Design fwd_source_pipe, sky130hd; sources not shown.
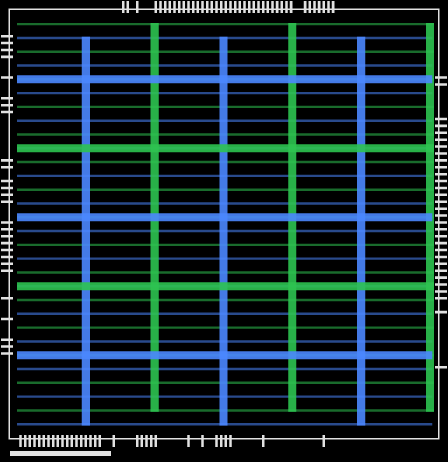
(power grid)
The bar under the picture is 20 um long. Pins as bars on the die edge.
| color | net |
|---|---|
| blue | VSS |
| green | VDD |
met1 rails: 30
met4 straps: 6
signal pins: 130
met5 straps: 5
rows: 29
worst vdd ir: 0.000576 V
DIE WIDTH: 84.4 um
Core Region: 0.00646 mm^2
Die Height: 84.4 um

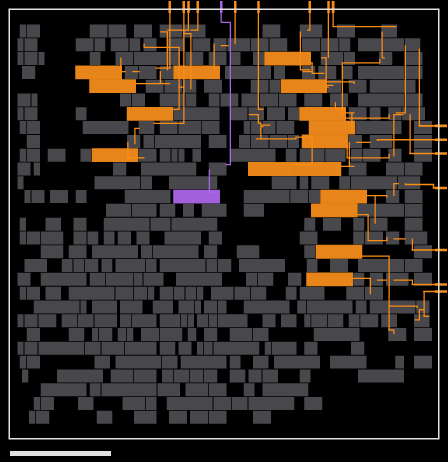
(I/O nets highlighted)
The bar under the picture is 20 um long.
| color | port | direction | edge | end cells | buffers | wire |
|---|---|---|---|---|---|---|
| purple | XM_memRead | output | top | 1 | 1 | 39.1 um |
| orange | DX_regRdData | output | 9 top, 7 right | 16 | 32 | 476 um |
Port Buf Inserts: 93
# IOs: 130

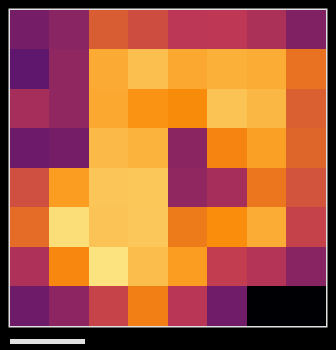
(placement density heat map)
The bar under the picture is 20 um long. 8 x 8 tiles, from black (low) to pale yellow (high), 0 to 100% covered.
mean over tiles: 60%
nearly empty tiles: 3.1%
tiles over 75% full: 36%
emptiest ninth of the die: bottom right
fullest tile: 94%
Initial Util: 43.1%
Util after Layout: 68.0%

==> reports/results.ini <==
[route]
route.detailed.drc=8
routedWlPerCell_um=12.9

[finish]
nClkBuffers=9
lay_top_count=dfrtp_1
logic_area_mm2=0.00113
final_cell_mix=58 x dfrtp_1, 57 x buf_4, 57 x clkdlybuf4s50_1
fin_nets=448
inv_count=2
comb_share_pct=25.6
multiInputCombCellCount=151
flop_area_mm2=0.00148
antenna_cells=0
seq_share_pct=33.6
area_delta_synth_final_pct=57.9

[critical_path]
critPathTopFamily=buffers and inverters
cp.required_ns=1.29
reg2reg_depth=7
cp-end-kind=primary output
slowest_stage=clkdlybuf4s50_1
crit_fanout=2

[logic_synthesis]
yosysMostFrequentCell=dfrtp_1
ys.flops=59
ys_top_cells_by_count=59 x dfrtp_1, 40 x buf_4, 19 x nor2b_1
top_area_cell=dfrtp_1
yosys_warnings=0
area_leaders=dfrtp_1 53%, buf_4 11%, mux2i_1 5.8%
yosysTopAreaCellShare_pct=53.1
synth-edff-count=0

[clock_tree]
clock_latency_ns=0.32
root_buffer=clkbuf_8
cts_hold_buffers=1
cts-htree-levels=3
clkSlewWorstSetupHoldPaths_ns=0.07
cts_resized=24
cts.path.max_buffers=2

[timing]
setup_viol_count_final=0
fin_crit_sh_pct=98.4
hold_violations=0
timing.setup.tns_ns=0
rsz0062_at_grt=false
finalCriticalPeriod_ns=1.77
fmax_ghz=0.565

[power]
intPower_mw=2.54
total_power_mw=3.33
leakage_nw=2.33
switching_share_pct=23.6
p_per_area_mw_per_mm2=758
seqPwrFrac_pct=44.2
p_switching_mw=0.787
p_seq_mw=1.47
p_clk_mw=1.29

[status]
status=complete, but fails checks
violations=design-rule violations

[flow_run]
warning_count=42
cap_violations=0

[die]
rows=29
taps=77

[grt]
antenna_found_initial=0
grt_pass1_wl_mm=9.13

[hold_path]
worstHoldPathCells=2

[placement]
dp_hpwl_mm=4.32

-- worst register-to-register path, cell delays in order, from the launching register on --
cell and delay [ns]:
dfrtp_1 0.41, buf_4 0.16, nor2_1 0.14, nand3_1 0.10, ha_1 0.20, xor2_1 0.15
nor2_1 0.12, xor2_1 0.17
-- metrics by stage --
step | cells | setup WS (ns) | area (um^2)
2_1_floorplan | 258 | 0.191 | 2850
5_1_grt | 463 | 0.000526 | 4390
3_5_place_dp | 429 | -0.433 | 3900
3_3_place_gp | 428 | -1.61 | 3880
4_1_cts | 459 | 0.00155 | 4210
6_report | 463 | 0.0294 | 4390
-- metal layers --
metal | routed length [um] | track usage, %
met1 | 2410 | 19.6
met4 | 59 | 7.70
met5 | 0 | 0
met2 | 3160 | 29.6
met3 | 342 | 4.23
